$ cat config.mk
export PLATFORM = sky130hd
export DESIGN_NAME = regfile_scoreboard
export DESIGN_NICKNAME = d
export VERILOG_FILES = /design/src/rtl/regfile_scoreboard.sv
export SDC_FILE = /design/constraint.sdc
export NUM_CORES = 1
export LEC_CHECK = 0
export ABC_AREA = 1
export CORE_MARGIN = 2
export CORE_UTILIZATION = 38
export DETAILED_ROUTE_END_ITERATION = 16
export PLACE_DENSITY = 0.62
export SKIP_CTS_REPAIR_TIMING = 1
export SLEW_MARGIN = 20
export SYNTH_ARGS = -nofsm -noshare
export SYNTH_HDL_FRONTEND = slang
export SYNTH_SLANG_ARGS = --single-unit
export TNS_END_PERCENT = 10
$ cat constraint.sdc
create_clock -name clk -period 6.75 [get_ports clk]
set_input_delay 1.6875 -clock clk [delete_from_list [all_inputs] [get_ports clk]]
set_output_delay 1.6875 -clock clk [all_outputs]
set_load 0.01 [all_outputs]
$ cat src/rtl/regfile_scoreboard.sv
// Pending-write scoreboard for the 32-entry register file: per-register in-flight
// write counters, decode-stage hazard stall, and writeback retirement.
module regfile_scoreboard #(
  parameter int NUM_REGS = 32,
  parameter int ADDR_W   = 5,
  parameter int CNT_W    = 2
) (
  input  logic                      clk,
  input  logic                      rst,
  input  logic                      issue_valid,
  input  logic [ADDR_W-1:0]         issue_rs,
  input  logic [ADDR_W-1:0]         issue_rt,
  input  logic                      issue_use_rs,
  input  logic                      issue_use_rt,
  input  logic [ADDR_W-1:0]         issue_rd,
  input  logic                      issue_wr,
  input  logic                      wb_valid,
  input  logic [ADDR_W-1:0]         wb_reg,
  input  logic                      flush,
  output logic                      stall,
  output logic                      issue_accept,
  output logic [NUM_REGS-1:0]       busy_vec,
  output logic                      underflow_err,
  output logic [ADDR_W+CNT_W-1:0]   pending_total
);

  localparam int TOT_W = ADDR_W + CNT_W;
  localparam logic [CNT_W-1:0] CNT_MAX = '1;

  logic [CNT_W-1:0]    cnt_q [NUM_REGS];
  logic [CNT_W-1:0]    cnt_d [NUM_REGS];
  logic [NUM_REGS-1:0] busy_vec_q, busy_vec_d, uf_vec;
  logic [TOT_W-1:0]    pending_total_q, pending_total_d;
  logic                underflow_err_q, underflow_err_d;
  logic                rs_hazard, rt_hazard, rd_hazard;

  // A single outstanding write that retires this cycle lands on the negedge,
  // before the register file is read, so it does not block a source.
  always_comb begin
    rs_hazard = issue_use_rs && (issue_rs != '0) && (cnt_q[issue_rs] != '0) &&
                !((cnt_q[issue_rs] == CNT_W'(1)) && wb_valid && (wb_reg == issue_rs));
    rt_hazard = issue_use_rt && (issue_rt != '0) && (cnt_q[issue_rt] != '0) &&
                !((cnt_q[issue_rt] == CNT_W'(1)) && wb_valid && (wb_reg == issue_rt));
    rd_hazard = issue_wr && (issue_rd != '0) && (cnt_q[issue_rd] == CNT_MAX) &&
                !(wb_valid && (wb_reg == issue_rd));
  end

  assign stall        = issue_valid & (rs_hazard | rt_hazard | rd_hazard) & ~flush;
  assign issue_accept = issue_valid & ~stall & ~flush;

  genvar gi;
  generate
    for (gi = 0; gi < NUM_REGS; gi++) begin : g_cnt
      if (gi == 0) begin : g_zero
        assign cnt_d[gi]  = '0;
        assign uf_vec[gi] = 1'b0;
      end else begin : g_reg
        logic inc, dec;
        assign inc = issue_accept & issue_wr & (issue_rd == ADDR_W'(gi));
        assign dec = wb_valid & (wb_reg == ADDR_W'(gi));
        assign cnt_d[gi] = flush                                ? '0 :
                           (inc & ~dec)                         ? cnt_q[gi] + CNT_W'(1) :
                           (dec & ~inc & (cnt_q[gi] != '0))     ? cnt_q[gi] - CNT_W'(1) :
                                                                  cnt_q[gi];
        assign uf_vec[gi] = ~flush & dec & ~inc & (cnt_q[gi] == '0);
      end
      assign busy_vec_d[gi] = (cnt_d[gi] != '0);
    end
  endgenerate

  always_comb begin
    pending_total_d = '0;
    for (int i = 0; i < NUM_REGS; i++) begin
      pending_total_d = pending_total_d + TOT_W'(cnt_d[i]);
    end
  end

  assign underflow_err_d = underflow_err_q | (|uf_vec);

  always_ff @(posedge clk or posedge rst) begin
    if (rst) begin
      for (int i = 0; i < NUM_REGS; i++) begin
        cnt_q[i] <= '0;
      end
      busy_vec_q      <= '0;
      pending_total_q <= '0;
      underflow_err_q <= 1'b0;
    end else begin
      cnt_q           <= cnt_d;
      busy_vec_q      <= busy_vec_d;
      pending_total_q <= pending_total_d;
      underflow_err_q <= underflow_err_d;
    end
  end

  assign busy_vec      = busy_vec_q;
  assign pending_total = pending_total_q;
  assign underflow_err = underflow_err_q;

endmodule

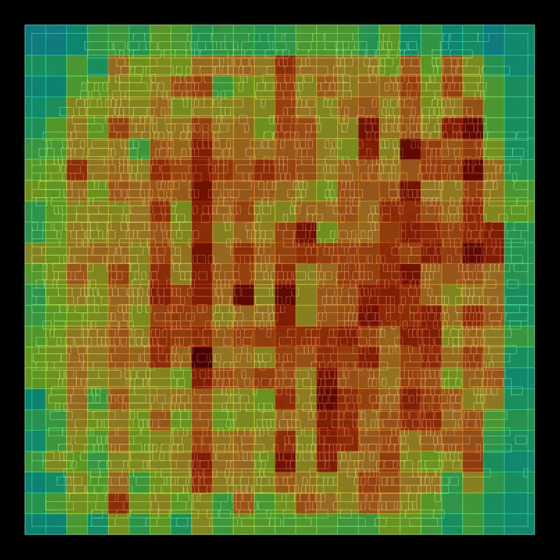
*Routing congestion map*
grt met1 use: 45.95%
GR Util met2: 48.90%
Tot GR Track Use: 32.14%

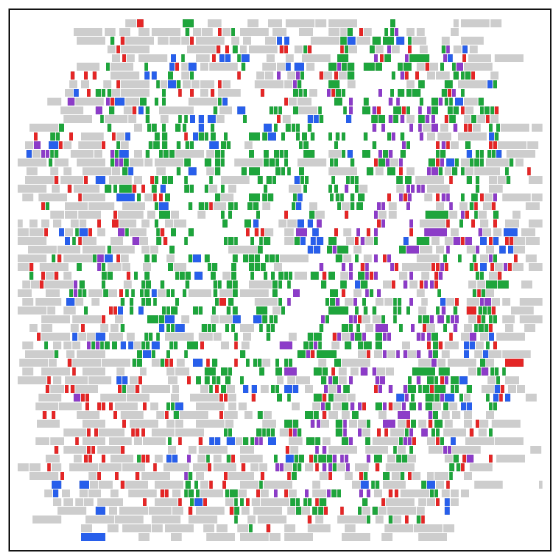
*Logic cells by family*
legend:
  purple:
    family: nor cells
    cells: 209
    most_used: nor2_1
  blue:
    family: aoi and oai cells
    cells: 131
    most_used: o211ai_1
    where: all over the die
  red:
    family: inv cells
    cells: 271
    most_used: inv_1
    where: all over the die
  green:
    family: nand cells
    cells: 675
    most_used: nand2_1
final std cells w/o fill: 2309
Comb/total area: 45.48%
commonest non-fill, non-tap cell in the layout: nand2_1

==> flow_summary_export.csv <==
group,metric,value,unit
outcome,status,"complete, but fails checks",
outcome,violations,"negative setup slack",
sta,slew-limit-headroom,49.93,%
sta,fmax,117.3,MHz
grt,grt_first_pass_wirelength,67490,um
setup_path,cp_slowest_cell,"fa_2",
setup_path,ff2ff_path_depth,35,
die,row_count,60,
grt,grt_pass1_vias,11310,
die,num_io_pins,70,
grt,grt-ovfl-total,0,
placed_design,io_buffers,68,
sta,whs,0.5445,ns
power_and_ir_drop,p_per_area,103.2,nW/um^2
setup_path,cpMostUsedCell,"nand2_1",
die,die-area,28460,sq um
clock_network,cts.htree.levels,3,
logic_synthesis,edf_count,0,
logic_synthesis,synth_cells,1570,
logic_synthesis,netlist_area,10310,sq um
clock_network,cts_buffers,9,
sta,rsz0062_at_grt,"true",
placed_design,dpl_cell_area,13830,sq um
job,tool_warnings,29,
placed_design,gp_congestion,1.040,
clock_network,insertion_delay,0.37,ns
placed_design,detailed_place_hpwl,37170,um
layout,drive_gt1_share,26.98,%
drt,ant_nets,0,
drt,avgRoutedWirePerCell,20.29,um
layout,area_delta_synth_final,46.06,%
sta,worstMarginPinSlew,0.7511,ns
logic_synthesis,yosysWarnings,0,
die,coreArea,26800,sq um
logic_synthesis,ys_cells,1570,
sta,setup_viol,7,
drt,drtIter0Drc,1266,
layout,nets,2089,
drt,wl,46840,um
drt,remaining_drc_errors,0,
power_and_ir_drop,p_leak,8.164,nW
logic_synthesis,synth_seq_share,24.52,%
sta,maxSlewViolCount,0,
worst_hold_path,hold_class,"register to register",
clock_network,clk_pin_slew,0.09,ns
logic_synthesis,synth.distinct_cells,35,
sta,fin_ws,-1.777,ns
die,die_w,168.7,um
setup_path,critPathCaptureType,"register",
drt,first_pass_iters,6,
placed_design,dp.cells,2263,
sta,finalCritPeriodShare,126.3,%
setup_path,critPathArrivalTime,8.78,ns
die,fp_util,38.46,%
logic_synthesis,synth.avg_cell_area,6.566,sq um
clock_network,tritoncts,"built",
setup_path,crit_type,"primary input to register",
setup_path,cp.required,7.01,ns
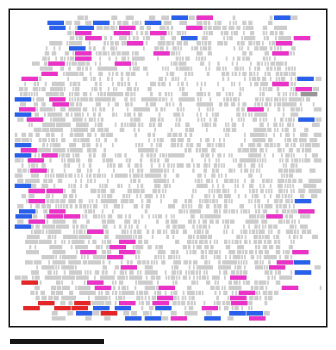
*Sequential cells grouped by signal name*
Bar = 50 um. Other sequential cells in the stronger grey, the rest of the logic in the fainter grey.
legend:
  magenta:
    signal: cnt_q
    sequential_cells: 62
    where: all over the die
  blue:
    signal: busy_vec
    sequential_cells: 31
    where: all over the die
  red:
    signal: pending_total
    sequential_cells: 7
    where: lower left
FF+latch area: 2527 sq um
sequential power: 609 uW
fin util: 56.18%
Seq area share: 16.79%

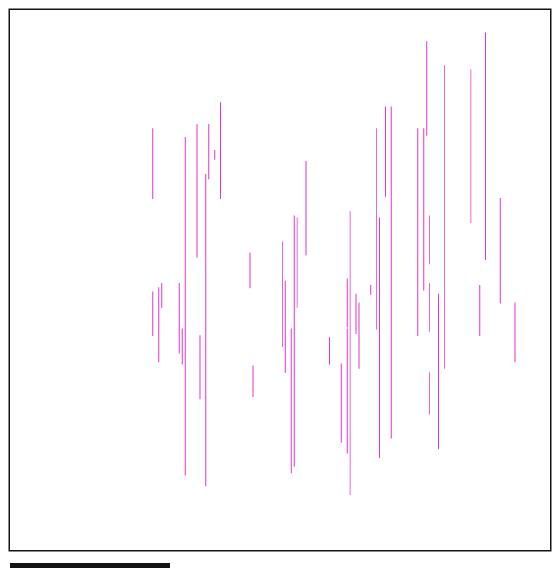
*Metal 4*
Bar = 50 um.
wire length on this layer: 1670 um
nets with wire on the layer: 39

[per-stage QoR]
step           power (mW)  worst slack (ns)  TNS, ns
6_report            1.554            -1.777   -10.22
5_1_grt             1.606            -2.025   -11.97
4_1_cts             1.518            -2.220   -13.46
3_5_place_dp       0.9206            -2.575   -15.99
3_3_place_gp       0.9207            -2.574   -16.01
2_1_floorplan      0.7761            -1.316   -6.901
[power by group]
part | switching, mW | internal (mW) | total [mW]
clock | 0.296 | 0.302 | 0.597
combinational | 0.205 | 0.143 | 0.348
sequential | 0.00156 | 0.607 | 0.609
total | 0.502 | 1.05 | 1.55
[cell families (layout without fill, tap and decap cells)]
kind of cell,count (synthesis),in the layout,synth area share [%]
and+or+nand+nor,899,899,37.92
adders and majority gates,98,98,16.05
xor gates and xnor gates,8,8,0.6797
buffers and inverters,331,729,13.46
other,1,1,0.03638
AOI/OAI and AO/OA,132,132,7.343
DFF,101,101,24.52
[worst max-delay path: cells and delay by family]
family	cells	cell delay, ns
AND-OR/OR-AND	3	0.37
XOR/XNOR	1	0.14
AND/OR/NAND/NOR	18	1.67
adder cells (fa/ha/maj)	9	4.06
buffers and inverters	10	0.83
[path summary, 6_finish.rpt]
check | startpoint | to | slack [ns]
min reg2reg | underflow_err | underflow_err | 0.54
max reg2reg | cnt_q[6] | pending_total[5] | -0.72
min | underflow_err | underflow_err | 0.54
max | issue_rd[0] | pending_total[5] | -1.78
max in group asynchronous | rst | cnt_q[19] | 3.83
min in group asynchronous | rst | busy_vec[26] | 1.80
[cells in the mapped netlist, types with 17 or more instances]
cell type | n | area, sq um
a21oi_1 | 28 | 140.1
clkbuf_1 | 17 | 63.81
dfrtp_1 | 101 | 2527
fa_1 | 57 | 1141
ha_1 | 41 | 513.0
inv_1 | 265 | 994.7
nand2_1 | 406 | 1524
nand3_1 | 202 | 1011
nand3b_1 | 28 | 210.2
nand4_1 | 36 | 225.2
nor2_1 | 198 | 743.2
o211ai_1 | 31 | 232.7
o21ai_0 | 53 | 265.3
[flip-flops by register name, indices dropped and copies added, names as in the netlist]
signal         flops
pending_total      7
underflow_err      1
busy_vec          31
cnt_q             62
[final cells by class]
cell class                 instances  area (sq um)
sequential                       101          2527
tap                              341         426.7
inverter                         271          1042
timing repair buffer             442          3892
fill                            2629         11740
clock buffer                       9         225.2
clock inverter                     7         95.09
multi-input combinational       1138          6848
[routing by layer]
layer | vias up | global-route usage (%) | part of all wire (%)
met5 | - | 0 | 0.034
met4 | 2 | 9.858 | 3.6
met3 | 99 | 6.617 | 9.5
met2 | 595 | 48.90 | 44
met1 | 5735 | 45.95 | 43
li1 | 5717 | - | -
Power figures rest on the tool's default switching activity, not on a simulated workload.
